===== src/rtl/fetch_stage.sv =====
// rtl/fetch_stage.sv - instruction fetch stage: next-PC select, IF/ID register, hazard and redirect control
module fetch_stage (
    input  logic        Clk,
    input  logic        Reset,
    input  logic [31:0] PCResult,
    input  logic [31:0] Instruction,
    input  logic        Hold,
    input  logic        EX_MemRead,
    input  logic [4:0]  EX_Rt,
    input  logic        BranchTaken,
    input  logic        Jump,
    input  logic [31:0] BranchTarget,
    input  logic [31:0] JumpTarget,
    output logic [31:0] NextPC,
    output logic        PCWrite,
    output logic [31:0] IFID_Instruction,
    output logic [31:0] IFID_PCPlus4,
    output logic        IFID_Valid,
    output logic        IDEX_Bubble,
    output logic [15:0] FetchCount,
    output logic [15:0] StallCount,
    output logic [15:0] FlushCount
);

    // One action is chosen per cycle; reset outranks everything else.
    typedef enum logic [2:0] {
        ACT_RESET,
        ACT_HOLD,
        ACT_STALL,
        ACT_REDIRECT,
        ACT_NORMAL
    } action_t;

    localparam logic [15:0] COUNT_MAX = 16'hFFFF;

    logic [31:0] pc_plus4;
    logic [4:0]  ifid_rs;
    logic [4:0]  ifid_rt;
    logic        load_use;
    logic        redirect;
    logic [31:0] redirect_target;
    action_t     action;

    assign pc_plus4 = PCResult + 32'd4;
    assign ifid_rs  = IFID_Instruction[25:21];
    assign ifid_rt  = IFID_Instruction[20:16];

    // Load-use hazard: the EX load writes a register the ID instruction reads.
    // Evaluated purely from current inputs, so a stall lasts exactly as long as the hazard.
    always_comb begin
        load_use = 1'b0;
        if (EX_MemRead && (EX_Rt != 5'd0) && IFID_Valid &&
            ((EX_Rt == ifid_rs) || (EX_Rt == ifid_rt))) begin
            load_use = 1'b1;
        end
    end

    // Redirect request and target; a jump wins over a taken branch.
    always_comb begin
        redirect        = BranchTaken | Jump;
        redirect_target = Jump ? JumpTarget : BranchTarget;
    end

    // Strict-priority action select: Reset > Hold > LoadUse > Redirect > Normal.
    always_comb begin
        action = ACT_NORMAL;
        if (Reset) begin
            action = ACT_RESET;
        end else if (Hold) begin
            action = ACT_HOLD;
        end else if (load_use) begin
            action = ACT_STALL;
        end else if (redirect) begin
            action = ACT_REDIRECT;
        end
    end

    // PC-register controls and ID/EX bubble request for the chosen action.
    always_comb begin
        NextPC      = pc_plus4;
        PCWrite     = 1'b0;
        IDEX_Bubble = 1'b0;
        case (action)
            ACT_STALL: begin
                IDEX_Bubble = 1'b1;
            end
            ACT_REDIRECT: begin
                NextPC  = redirect_target;
                PCWrite = 1'b1;
            end
            ACT_NORMAL: begin
                PCWrite = 1'b1;
            end
            default: begin
            end
        endcase
    end

    // IF/ID pipeline register: load on a normal fetch, clear on a redirect, otherwise keep.
    always_ff @(posedge Clk) begin
        if (Reset) begin
            IFID_Instruction <= 32'd0;
            IFID_PCPlus4     <= 32'd0;
            IFID_Valid       <= 1'b0;
        end else begin
            case (action)
                ACT_REDIRECT: begin
                    IFID_Instruction <= 32'd0;
                    IFID_PCPlus4     <= 32'd0;
                    IFID_Valid       <= 1'b0;
                end
                ACT_NORMAL: begin
                    IFID_Instruction <= Instruction;
                    IFID_PCPlus4     <= pc_plus4;
                    IFID_Valid       <= 1'b1;
                end
                default: begin
                end
            endcase
        end
    end

    // Saturating performance counters, one bumped per fetch, stall or flush cycle.
    always_ff @(posedge Clk) begin
        if (Reset) begin
            FetchCount <= 16'd0;
            StallCount <= 16'd0;
            FlushCount <= 16'd0;
        end else begin
            case (action)
                ACT_STALL: begin
                    if (StallCount != COUNT_MAX) begin
                        StallCount <= StallCount + 16'd1;
                    end
                end
                ACT_REDIRECT: begin
                    if (FlushCount != COUNT_MAX) begin
                        FlushCount <= FlushCount + 16'd1;
                    end
                end
                ACT_NORMAL: begin
                    if (FetchCount != COUNT_MAX) begin
                        FetchCount <= FetchCount + 16'd1;
                    end
                end
                default: begin
                end
            endcase
        end
    end

endmodule

===== config.mk =====
export PLATFORM = sky130hd
export DESIGN_NAME = fetch_stage
export DESIGN_NICKNAME = d
export VERILOG_FILES = /design/src/rtl/fetch_stage.sv
export SDC_FILE = /design/constraint.sdc
export NUM_CORES = 1
export LEC_CHECK = 0
export ABC_AREA = 1
export CORE_MARGIN = 5
export CORE_UTILIZATION = 39
export DETAILED_ROUTE_END_ITERATION = 10
export HOLD_SLACK_MARGIN = 0.05
export MAX_ROUTING_LAYER = met4
export PLACE_DENSITY = 0.77
export REMOVE_ABC_BUFFERS = 1
export SLEW_MARGIN = 40
export SYNTH_ARGS = -nofsm -noshare
export SYNTH_HDL_FRONTEND = slang
export SYNTH_SLANG_ARGS = --single-unit

===== constraint.sdc =====
create_clock -name Clk -period 1.7 [get_ports Clk]
set_input_delay 0.255 -clock Clk [delete_from_list [all_inputs] [get_ports Clk]]
set_output_delay 0.255 -clock Clk [all_outputs]
set_load 0.01 [all_outputs]

==> run_1/sizing.png <==
(3 px per µm)
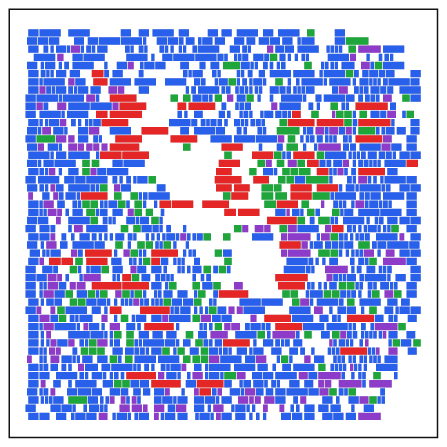
Purple is x2, cells 170, most used nand2_2. Blue is x1 and smaller, cells 1074, most used nand2_1. Red is x6 and larger, cells 72, most used clkbuf_16. Green is x3 and x4, cells 159, most used buf_4.

==> run_1/pinout.png <==
(3 px per µm) Pins as bars across the die edge, other pins in gray.
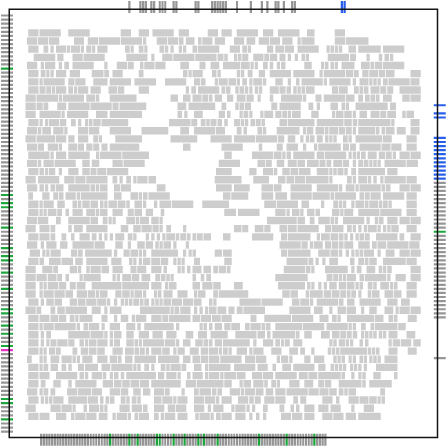
Green is NextPC, pins 32, direction output, edge 18 west, 13 south, 1 east. Blue is FetchCount, pins 16, direction output, edge 14 east, 2 north. Magenta is Jump, pins 1, direction input, edge west.

==> run_1/layers.png <==
(3 px per µm) Two of the layers only.
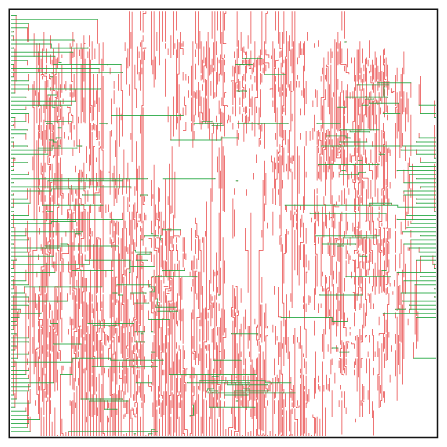
Red is M2, wire length 15100 µm. Green is M3, wire length 2360 µm.

==> report_table.html, run 1 <==
<h3>Run summary</h3>
<table>
<tr><th>Metric</th><th>Value</th></tr>
<tr><th colspan="2">Layout</th></tr>
<tr><td>Dominant logic cell type in the layout</td><td>nand2_1</td></tr>
<tr><td>Register share of the cell area</td><td>18.3%</td></tr>
<tr><td>Non-Clock Buffer Count</td><td>458</td></tr>
<tr><td>Nets@finish</td><td>1605</td></tr>
<tr><td>FF/Latch Area</td><td>2280 µm²</td></tr>
<tr><td>Flop Count</td><td>113</td></tr>
<tr><td>N_diodes</td><td>1</td></tr>
<tr><td>Logic cell area</td><td>4450 µm²</td></tr>
<tr><td>Share of the core filled with cells</td><td>72.2%</td></tr>
<tr><td>Finished Layout Cells</td><td>1701</td></tr>
<tr><td>Inverters excl. clock</td><td>76</td></tr>
<tr><td>Layout Cell Area excl Fill</td><td>12500 µm²</td></tr>
<tr><td>Largest area class, layout</td><td>buffers</td></tr>
<tr><td>Share of cell area taken by multi-input logic gates</td><td>35.7%</td></tr>
<tr><th colspan="2">Routing</th></tr>
<tr><td>Count of antenna-violating nets left after detailed routing</td><td>0</td></tr>
<tr><td>Detailed-router iteration count before antenna repair</td><td>7</td></tr>
<tr><td>M1 WL</td><td>12300 µm</td></tr>
<tr><td>Post-route DRC</td><td>0</td></tr>
<tr><td>Drt wl/cell</td><td>17.9 µm</td></tr>
<tr><td>Iteration-0 DRC Markers</td><td>512</td></tr>
<tr><th colspan="2">Flow run</th></tr>
<tr><td>Tool warnings</td><td>27</td></tr>
<tr><td>Number of max-capacitance violations reported</td><td>0</td></tr>
<tr><th colspan="2">GRT</th></tr>
<tr><td>Total global routing track utilization</td><td>28.4%</td></tr>
<tr><td>Initial antenna violation count</td><td>1</td></tr>
<tr><td>Largest net degree at the start of global routing</td><td>57</td></tr>
<tr><td>Number of global-route vias before repair</td><td>8429</td></tr>
<tr><td>Global routing usage on met3</td><td>6.28%</td></tr>
<tr><td>Layer with the highest usage</td><td>met2</td></tr>
<tr><th colspan="2">Floorplan</th></tr>
<tr><td>Cell Rows</td><td>48</td></tr>
<tr><td>Overall die height</td><td>142 µm</td></tr>
<tr><td>Floorplan die area</td><td>20200 µm²</td></tr>
<tr><th colspan="2">Power</th></tr>
<tr><td>Combinational Power Share</td><td>18.8%</td></tr>
<tr><td>Reported sequential group power</td><td>2.70 mW</td></tr>
<tr><td>Reported combinational group power</td><td>1.54 mW</td></tr>
<tr><td>Net switching share of the total power</td><td>26.4%</td></tr>
<tr><td>Peak VDD IR</td><td>0.673 mV</td></tr>
<tr><th colspan="2">STA</th></tr>
<tr><td>Unrepaired setup endpoints after global routing</td><td>yes</td></tr>
<tr><td>Hold_ws</td><td>0.319 ns</td></tr>
<tr><td>Total Neg Setup Slack</td><td>-38.81 ns</td></tr>
<tr><td>Number of endpoints failing setup at the final stage</td><td>141</td></tr>
<tr><td>Worst Slack Setup Final</td><td>-0.759 ns</td></tr>
<tr><th colspan="2">Logic synthesis</th></tr>
<tr><td>Comb area leader</td><td>simple AND/OR/NAND/NOR gates</td></tr>
<tr><td>Part of the Yosys area used for sequential elements</td><td>33.2%</td></tr>
<tr><td>Synth Flop Type</td><td>dfxtp_1</td></tr>
<tr><td>Mux share of post-synthesis cell area</td><td>0.880%</td></tr>
<tr><td>Async SR Flop Fraction</td><td>0%</td></tr>
<tr><td>FA/HA/MAJ Cells, Area Fraction</td><td>0.734%</td></tr>
<tr><td>Share of synthesized cell area in and-or and or-and compound cells</td><td>12.1%</td></tr>
<tr><td>Count of instantiated cells in the yosys netlist</td><td>1030</td></tr>
<tr><td>Post-synthesis cell type with the largest instance count</td><td>nand2_1</td></tr>
<tr><td>Simple Share, Synth</td><td>36.8%</td></tr>
<tr><td>Synth Area in XOR/XNOR</td><td>8.22%</td></tr>
<tr><th colspan="2">Critical path</th></tr>
<tr><td>Category of the worst setup path capture point</td><td>output pin</td></tr>
<tr><td>Peak fanout along the critical path</td><td>7</td></tr>
<tr><td>WP buf/inv</td><td>5</td></tr>
<tr><td>Worst-case register-to-register setup slack</td><td>-0.21 ns</td></tr>
<tr><td>Arr. time, crit path</td><td>2.20 ns</td></tr>
<tr><td>Capture point of the worst path</td><td>NextPC[20]</td></tr>
<tr><td>Critical path depth</td><td>15</td></tr>
<tr><td>Data required, critical path</td><td>1.44 ns</td></tr>
<tr><td>Launching point of the worst reg2reg path</td><td>IFID_Instruction[16]</td></tr>
<tr><td>CP delay by family, top</td><td>simple AND/OR/NAND/NOR gates</td></tr>
<tr><td>Destination of the worst register-to-register timing path</td><td>StallCount[8]</td></tr>
<tr><td>Cells on worst reg2reg path</td><td>15</td></tr>
<tr><td>Crit path cell chain</td><td>nand2_1 -&gt; inv_1 -&gt; nor2_1 -&gt; nor2_1 -&gt; nand3_1 -&gt; nand2_2 -&gt; nand2_4 -&gt; nand2_4 -&gt; nor2_4 -&gt; buf_6 -&gt; buf_12 -&gt; buf_16 -&gt; nand3_2 -&gt; o21a_1 -&gt; buf_2</td></tr>
<tr><td>Launching element of the worst setup path</td><td>IFID_Instruction[16]</td></tr>
<tr><th colspan="2">Clock tree</th></tr>
<tr><td>Clock Tree Buf Depth</td><td>2</td></tr>
<tr><td>H-tree levels</td><td>4</td></tr>
<tr><td>TritonCTS buffer count</td><td>17</td></tr>
<tr><td>Number of buffers added to fix hold violations after cts</td><td>0</td></tr>
<tr><td>Clk sink count</td><td>113</td></tr>
<tr><td>Count of buffers added by post-CTS timing repair for setup</td><td>16</td></tr>
<tr><td>Post_cts resized</td><td>201</td></tr>
<tr><th colspan="2">Placed design</th></tr>
<tr><td>Placed standard-cell area</td><td>10800 µm²</td></tr>
<tr><td>DP Wirelength</td><td>20100 µm</td></tr>
<tr><td>Final estimated routing congestion in global placement</td><td>0.972</td></tr>
<tr><th colspan="2">Worst hold path</th></tr>
<tr><td>Worst Hold Launch</td><td>PCResult[3]</td></tr>
<tr><td>Class of the tightest hold or removal check</td><td>in2reg</td></tr>
<tr><th colspan="2">Status</th></tr>
<tr><td>Violations in the final reports</td><td>setup timing</td></tr>
<tr><td>Status</td><td>finished with violations</td></tr>
</table>
==> run 2: changes to the inputs <==
--- a/config.mk
+++ b/config.mk
@@ -7,11 +7,11 @@
 export LEC_CHECK = 0
 export ABC_AREA = 1
 export CORE_MARGIN = 5
-export CORE_UTILIZATION = 39
+export CORE_UTILIZATION = 47
 export DETAILED_ROUTE_END_ITERATION = 10
 export HOLD_SLACK_MARGIN = 0.05
 export MAX_ROUTING_LAYER = met4
-export PLACE_DENSITY = 0.77
+export PLACE_DENSITY_LB_ADDON = 0.2
 export REMOVE_ABC_BUFFERS = 1
 export SLEW_MARGIN = 40
 export SYNTH_ARGS = -nofsm -noshare
==> constraint.sdc (replaced) <==
create_clock -name Clk -period 3 [get_ports Clk]
set_input_delay 0.45 -clock Clk [delete_from_list [all_inputs] [get_ports Clk]]
set_output_delay 0.45 -clock Clk [all_outputs]
set_load 0.01 [all_outputs]
==> run_2/layers.png <==
(4 px per µm) Two of the layers only.
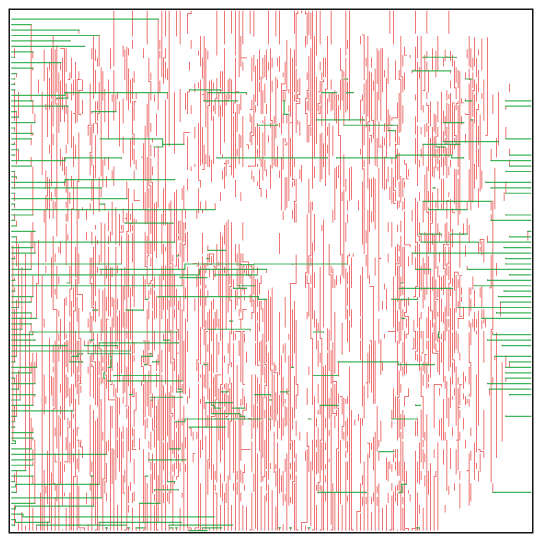
Green is M3, wire length 2110 µm. Red is M2, wire length 13300 µm.

==> run 2 against run 1 <==
  * The run now ends clean
  * Non-clock buffer count is 80 lower
  * Critical path depth is 5 lower
  * Die size is 16% lower
  * Via count is 6.6% lower
  * Critical endpoint is now NextPC[29]
  * Clock-buffer cell count is 2 higher
  * Critical path type is now in2out
  * Worst hold slack better by 0.14 ns
  * Sequential share of layout area is 2.1 points higher
  * Clock skew is 0.0029 ns higher
  * Clock power is 46% lower
  * Utilization is 5.0 points higher
  * Global-route usage is 3.5 points higher
  * Largest power group unchanged
==> report_table.html, run 2 <==
<h3>Run summary</h3>
<table>
<tr><th>Metric</th><th>Value</th></tr>
<tr><th colspan="2">Power</th></tr>
<tr><td>Reported sequential group power</td><td>1.54 mW</td></tr>
<tr><td>Combinational Power Share</td><td>16.4%</td></tr>
<tr><td>Reported combinational group power</td><td>0.715 mW</td></tr>
<tr><td>Peak VDD IR</td><td>0.353 mV</td></tr>
<tr><td>Net switching share of the total power</td><td>24.3%</td></tr>
<tr><th colspan="2">Logic synthesis</th></tr>
<tr><td>FA/HA/MAJ Cells, Area Fraction</td><td>0.734%</td></tr>
<tr><td>Instance count of the mapped netlist</td><td>1030</td></tr>
<tr><td>Part of the Yosys area used for sequential elements</td><td>33.2%</td></tr>
<tr><td>Synth Area in XOR/XNOR</td><td>8.22%</td></tr>
<tr><td>Synth Flop Type</td><td>dfxtp_1</td></tr>
<tr><td>Comb area leader</td><td>simple AND/OR/NAND/NOR gates</td></tr>
<tr><td>Async SR Flop Fraction</td><td>0%</td></tr>
<tr><td>Post-synthesis cell type with the largest instance count</td><td>nand2_1</td></tr>
<tr><td>Share of synthesized cell area in and-or and or-and compound cells</td><td>12.1%</td></tr>
<tr><td>Simple Share, Synth</td><td>36.8%</td></tr>
<tr><td>Count of instantiated cells in the yosys netlist</td><td>1030</td></tr>
<tr><td>Mux share of post-synthesis cell area</td><td>0.880%</td></tr>
<tr><th colspan="2">Routing</th></tr>
<tr><td>Post-route DRC</td><td>0</td></tr>
<tr><td>Drt wl/cell</td><td>16.9 µm</td></tr>
<tr><td>M1 WL</td><td>10400 µm</td></tr>
<tr><td>DR WL met3</td><td>2110 µm</td></tr>
<tr><td>Routed wire length</td><td>26800 µm</td></tr>
<tr><td>Detailed-router iteration count before antenna repair</td><td>6</td></tr>
<tr><td>Iteration-0 DRC Markers</td><td>621</td></tr>
<tr><th colspan="2">Critical path</th></tr>
<tr><td>Crit path cell chain</td><td>clkdlybuf4s50_1 -&gt; nand2_1 -&gt; nor2_1 -&gt; nand2_1 -&gt; nor2_2 -&gt; nand2_1 -&gt; xor2_1 -&gt; buf_4 -&gt; o21a_1 -&gt; dlygate4sd2_1</td></tr>
<tr><td>Data required, critical path</td><td>2.55 ns</td></tr>
<tr><td>CP delay by family, top</td><td>buffers and inverters</td></tr>
<tr><td>Category of the worst setup path capture point</td><td>output pin</td></tr>
<tr><td>Launching point of the worst reg2reg path</td><td>IFID_Instruction[21]</td></tr>
<tr><td>Launching element of the worst setup path</td><td>PCResult[12]</td></tr>
<tr><td>Cells on worst reg2reg path</td><td>12</td></tr>
<tr><td>Peak fanout along the critical path</td><td>3</td></tr>
<tr><td>WP buf/inv</td><td>3</td></tr>
<tr><td>Arr. time, crit path</td><td>2.45 ns</td></tr>
<tr><td>Capture point of the worst path</td><td>NextPC[29]</td></tr>
<tr><td>Worst-case register-to-register setup slack</td><td>0.76 ns</td></tr>
<tr><td>Destination of the worst register-to-register timing path</td><td>IFID_PCPlus4[16]</td></tr>
<tr><td>Critical path depth</td><td>10</td></tr>
<tr><td>Type of element launching the critical path</td><td>primary input</td></tr>
<tr><th colspan="2">Clock tree</th></tr>
<tr><td>Clock Tree Buf Depth</td><td>2</td></tr>
<tr><td>H-tree levels</td><td>4</td></tr>
<tr><td>Worst-skew pair later-pin latency</td><td>0.42 ns</td></tr>
<tr><td>Count of buffers added by post-CTS timing repair for setup</td><td>5</td></tr>
<tr><td>Number of buffers added to fix hold violations after cts</td><td>0</td></tr>
<tr><td>Post_cts resized</td><td>39</td></tr>
<tr><td>Clk sink count</td><td>113</td></tr>
<tr><td>TritonCTS buffer count</td><td>17</td></tr>
<tr><th colspan="2">GRT</th></tr>
<tr><td>Global routing usage on met3</td><td>8.21%</td></tr>
<tr><td>Number of global-route vias before repair</td><td>7923</td></tr>
<tr><td>Largest net degree at the start of global routing</td><td>66</td></tr>
<tr><td>Total global routing track utilization</td><td>31.8%</td></tr>
<tr><td>Final global-route overflow total</td><td>0</td></tr>
<tr><td>Initial antenna violation count</td><td>6</td></tr>
<tr><td>Layer with the highest usage</td><td>met2</td></tr>
<tr><th colspan="2">Flow run</th></tr>
<tr><td>Number of max-capacitance violations reported</td><td>0</td></tr>
<tr><td>Tool warnings</td><td>26</td></tr>
<tr><th colspan="2">STA</th></tr>
<tr><td>Unrepaired setup endpoints after global routing</td><td>no</td></tr>
<tr><td>Number of slew-limit violations in the final report</td><td>0</td></tr>
<tr><td>Number of endpoints failing setup at the final stage</td><td>0</td></tr>
<tr><td>Period utilization</td><td>96.7%</td></tr>
<tr><td>Hold_ws</td><td>0.461 ns</td></tr>
<tr><td>Worst Slack Setup Final</td><td>0.0987 ns</td></tr>
<tr><th colspan="2">Worst hold path</th></tr>
<tr><td>Worst Hold Launch</td><td>IFID_PCPlus4[13]</td></tr>
<tr><td>Class of the tightest hold or removal check</td><td>reg2reg</td></tr>
<tr><th colspan="2">Layout</th></tr>
<tr><td>Dominant logic cell type in the layout</td><td>nand2_1</td></tr>
<tr><td>Finished Layout Cells</td><td>1581</td></tr>
<tr><td>Register share of the cell area</td><td>20.4%</td></tr>
<tr><td>FF/Latch Area</td><td>2270 µm²</td></tr>
<tr><td>Logic cell area</td><td>4080 µm²</td></tr>
<tr><td>Non-Clock Buffer Count</td><td>378</td></tr>
<tr><td>Largest area class, layout</td><td>multi-input combinational cells</td></tr>
<tr><td>Filler cell count</td><td>1122</td></tr>
<tr><td>Layout Cell Area excl Fill</td><td>11100 µm²</td></tr>
<tr><td>Nets@finish</td><td>1522</td></tr>
<tr><td>N_diodes</td><td>6</td></tr>
<tr><td>Share of the core filled with cells</td><td>77.3%</td></tr>
<tr><td>Inverters excl. clock</td><td>75</td></tr>
<tr><th colspan="2">Status</th></tr>
<tr><td>Status</td><td>finished clean</td></tr>
<tr><th colspan="2">Placed design</th></tr>
<tr><td>Final estimated routing congestion in global placement</td><td>0.947</td></tr>
<tr><td>DP Wirelength</td><td>19700 µm</td></tr>
<tr><th colspan="2">Floorplan</th></tr>
<tr><td>Pre-Place Util</td><td>47.5%</td></tr>
<tr><td>Overall die height</td><td>130 µm</td></tr>
<tr><td>Cell Rows</td><td>44</td></tr>
</table>
==> run 3: changes to the inputs <==
--- a/config.mk
+++ b/config.mk
@@ -8,7 +8,9 @@
 export ABC_AREA = 1
 export CORE_MARGIN = 5
 export CORE_UTILIZATION = 47
+export CTS_CLUSTER_SIZE = 30
 export DETAILED_ROUTE_END_ITERATION = 10
+export GPL_ROUTABILITY_DRIVEN = 0
 export HOLD_SLACK_MARGIN = 0.05
 export MAX_ROUTING_LAYER = met4
 export PLACE_DENSITY_LB_ADDON = 0.2
==> run 3 against run 2 <==
  * Total power shrank 6.0%
  * Clock power shrank 12%
  * Register-to-register slack about the same
  * First-iteration DRC count grew 15%
  * Maximum frequency is 2.4% lower
  * Clock-buffer cell count up 1
  * Combinational power down 1%
  * Non-clock buffer count shrank 9
  * Cell count down 0.82%
  * Critical endpoint is now NextPC[27]
  * Largest cell class unchanged
  * Highest routed layer unchanged
==> report_table.html, run 3 <==
<h3>Run summary</h3>
<table>
<tr><th>Metric</th><th>Value</th></tr>
<tr><th colspan="2">Status</th></tr>
<tr><td>Status</td><td>finished clean</td></tr>
<tr><th colspan="2">Logic synthesis</th></tr>
<tr><td>Syn avg cell area</td><td>6.62 µm²</td></tr>
<tr><td>Number of enable-type register cells in the synthesized netlist</td><td>0</td></tr>
<tr><td>Top post-synthesis cells by area</td><td>dfxtp_1 (33%), nand2_1 (20%), a21oi_1 (7.2%), xor2_1 (5.9%), nor2_1 (4.1%)</td></tr>
<tr><td>Simple Share, Synth</td><td>36.8%</td></tr>
<tr><td>Post-synthesis cell type with the largest instance count</td><td>nand2_1</td></tr>
<tr><td>Synth Flop Type</td><td>dfxtp_1</td></tr>
<tr><td>Synth Area in XOR/XNOR</td><td>8.22%</td></tr>
<tr><td>Count of instantiated cells in the yosys netlist</td><td>1030</td></tr>
<tr><td>Part of the Yosys area used for sequential elements</td><td>33.2%</td></tr>
<tr><td>Share of synthesized cell area in and-or and or-and compound cells</td><td>12.1%</td></tr>
<tr><td>Instance count of the mapped netlist</td><td>1030</td></tr>
<tr><td>Comb area leader</td><td>simple AND/OR/NAND/NOR gates</td></tr>
<tr><td>FA/HA/MAJ Cells, Area Fraction</td><td>0.734%</td></tr>
<tr><td>Tally of unique sky130hd cells used after synthesis</td><td>34</td></tr>
<tr><td>Mux share of post-synthesis cell area</td><td>0.880%</td></tr>
<tr><td>Async SR Flop Fraction</td><td>0%</td></tr>
<tr><th colspan="2">Layout</th></tr>
<tr><td>Flop Count</td><td>113</td></tr>
<tr><td>Regs by FF count</td><td>IFID_Instruction x32, IFID_PCPlus4 x32</td></tr>
<tr><td>Finished Layout Cells</td><td>1568</td></tr>
<tr><td>N_diodes</td><td>3</td></tr>
<tr><td>Nets@finish</td><td>1513</td></tr>
<tr><td>Filler cell count</td><td>1117</td></tr>
<tr><td>Layout Cell Area excl Fill</td><td>10900 µm²</td></tr>
<tr><td>Layout Area Growth over Synthesis</td><td>60.4%</td></tr>
<tr><td>FF/Latch Area</td><td>2260 µm²</td></tr>
<tr><td>Dominant logic cell type in the layout</td><td>nand2_1</td></tr>
<tr><td>Share of the core filled with cells</td><td>76.1%</td></tr>
<tr><td>Register share of the cell area</td><td>20.7%</td></tr>
<tr><td>Logic cell area</td><td>4080 µm²</td></tr>
<tr><td>Inverters excl. clock</td><td>75</td></tr>
<tr><td>Share of cell area taken by multi-input logic gates</td><td>37.3%</td></tr>
<tr><td>Largest area class, layout</td><td>multi-input combinational cells</td></tr>
<tr><td>Non-Clock Buffer Count</td><td>369</td></tr>
<tr><th colspan="2">Placed design</th></tr>
<tr><td>Placed standard-cell area</td><td>10200 µm²</td></tr>
<tr><td>DP Wirelength</td><td>19000 µm</td></tr>
<tr><th colspan="2">Worst hold path</th></tr>
<tr><td>Endpoint of the worst hold-timing path</td><td>IFID_Instruction[15]</td></tr>
<tr><td>Worst Hold Launch</td><td>IFID_Instruction[15]</td></tr>
<tr><td>Class of the tightest hold or removal check</td><td>reg2reg</td></tr>
<tr><th colspan="2">STA</th></tr>
<tr><td>Period utilization</td><td>99.1%</td></tr>
<tr><td>Number of endpoints failing setup at the final stage</td><td>0</td></tr>
<tr><td>Hold_ws</td><td>0.461 ns</td></tr>
<tr><td>Final hold viol count</td><td>0</td></tr>
<tr><td>Worst Slack Setup Final</td><td>0.0284 ns</td></tr>
<tr><td>Number of slew-limit violations in the final report</td><td>0</td></tr>
<tr><td>Total Neg Setup Slack</td><td>0 ns</td></tr>
<tr><th colspan="2">GRT</th></tr>
<tr><td>Global routing usage on met3</td><td>9.11%</td></tr>
<tr><td>Number of global-route vias before repair</td><td>7809</td></tr>
<tr><td>Total global routing track utilization</td><td>30.9%</td></tr>
<tr><td>Global-route wire length before repair</td><td>40000 µm</td></tr>
<tr><td>Met1 routing resource usage after global routing</td><td>34.8%</td></tr>
<tr><td>Initial antenna violation count</td><td>3</td></tr>
<tr><td>Largest net degree at the start of global routing</td><td>65</td></tr>
<tr><td>Layer with the highest usage</td><td>met2</td></tr>
<tr><td>Final global-route overflow total</td><td>0</td></tr>
<tr><th colspan="2">Power</th></tr>
<tr><td>Clock network power</td><td>1.86 mW</td></tr>
<tr><td>Internal Dissipation</td><td>3.05 mW</td></tr>
<tr><td>Reported sequential group power</td><td>1.54 mW</td></tr>
<tr><td>PnR Total Power</td><td>4.10 mW</td></tr>
<tr><td>Net switching share of the total power</td><td>25.8%</td></tr>
<tr><td>Portion of total power attributed to sequential cells</td><td>37.5%</td></tr>
<tr><td>Reported combinational group power</td><td>0.707 mW</td></tr>
<tr><td>Combinational Power Share</td><td>17.2%</td></tr>
<tr><td>Peak VDD IR</td><td>0.377 mV</td></tr>
<tr><th colspan="2">Critical path</th></tr>
<tr><td>Launching element of the worst setup path</td><td>PCResult[9]</td></tr>
<tr><td>Critical path depth</td><td>10</td></tr>
<tr><td>Launching point of the worst reg2reg path</td><td>IFID_Instruction[25]</td></tr>
<tr><td>Destination of the worst register-to-register timing path</td><td>IFID_PCPlus4[12]</td></tr>
<tr><td>Crit path cell chain</td><td>clkdlybuf4s50_1 -&gt; nand2_1 -&gt; nor2_1 -&gt; nand4_1 -&gt; nor2_2 -&gt; nand2_1 -&gt; xor2_1 -&gt; buf_4 -&gt; o21a_1 -&gt; dlygate4sd2_1</td></tr>
<tr><td>Worst-case register-to-register setup slack</td><td>0.77 ns</td></tr>
<tr><td>Cell with the largest stage delay on the worst path</td><td>clkdlybuf4s50_1</td></tr>
<tr><td>WP buf/inv</td><td>3</td></tr>
<tr><td>Type of element launching the critical path</td><td>primary input</td></tr>
<tr><td>Peak fanout along the critical path</td><td>3</td></tr>
<tr><td>Data required, critical path</td><td>2.55 ns</td></tr>
<tr><td>Capture point of the worst path</td><td>NextPC[27]</td></tr>
<tr><td>Cells on worst reg2reg path</td><td>12</td></tr>
<tr><td>CP delay by family, top</td><td>buffers and inverters</td></tr>
<tr><td>Arr. time, crit path</td><td>2.52 ns</td></tr>
<tr><td>Category of the worst setup path capture point</td><td>output pin</td></tr>
<tr><th colspan="2">Flow run</th></tr>
<tr><td>Tool warnings</td><td>26</td></tr>
<tr><td>Number of max-capacitance violations reported</td><td>0</td></tr>
<tr><th colspan="2">Clock tree</th></tr>
<tr><td>H-tree levels</td><td>4</td></tr>
<tr><td>Count of buffers added by post-CTS timing repair for setup</td><td>7</td></tr>
<tr><td>TritonCTS buffer count</td><td>17</td></tr>
<tr><td>Number of buffers added to fix hold violations after cts</td><td>0</td></tr>
<tr><td>Worst-skew pair later-pin latency</td><td>0.42 ns</td></tr>
<tr><td>Clock Tree Buf Depth</td><td>2</td></tr>
<tr><td>Post_cts resized</td><td>47</td></tr>
<tr><td>Clk sink count</td><td>113</td></tr>
<tr><th colspan="2">Floorplan</th></tr>
<tr><td>Overall die height</td><td>130 µm</td></tr>
<tr><td>Floorplan die area</td><td>17000 µm²</td></tr>
<tr><td>Pre-Place Util</td><td>47.5%</td></tr>
<tr><td># IOs</td><td>286</td></tr>
<tr><td>Cell Rows</td><td>44</td></tr>
<tr><th colspan="2">Routing</th></tr>
<tr><td>Iteration-0 DRC Markers</td><td>715</td></tr>
<tr><td>Routed wire length</td><td>25700 µm</td></tr>
<tr><td>DR WL met3</td><td>2280 µm</td></tr>
<tr><td>Total length of routed met2 wires</td><td>12500 µm</td></tr>
<tr><td>Post-route DRC</td><td>0</td></tr>
<tr><td>Drt wl/cell</td><td>16.4 µm</td></tr>
<tr><td>Count of antenna-violating nets left after detailed routing</td><td>0</td></tr>
<tr><td>Detailed-router iteration count before antenna repair</td><td>6</td></tr>
<tr><td>Uppermost signal routing layer after detailed routing</td><td>met4</td></tr>
<tr><td>M1 WL</td><td>9860 µm</td></tr>
</table>
==> run_3/sizing.png <==
(4 px per µm)
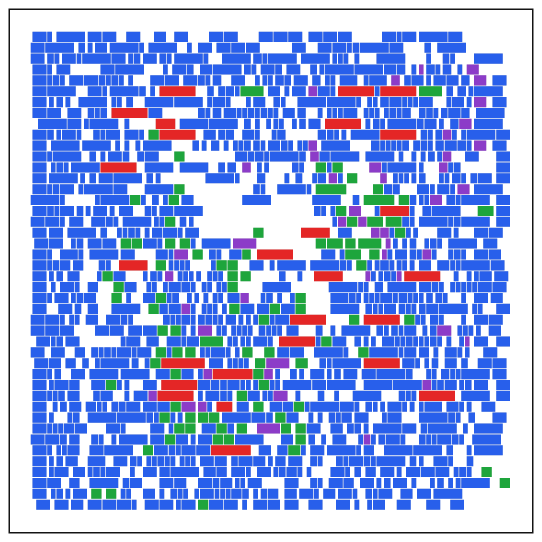
Purple is x2, cells 47, most used nor2_2. Green is x3 and x4, cells 96, most used buf_4. Red is x6 and larger, cells 26, most used clkbuf_16. Blue is x1 and smaller, cells 1212, most used nand2_1.

Power figures rest on the tool's default switching activity, not on a simulated workload.
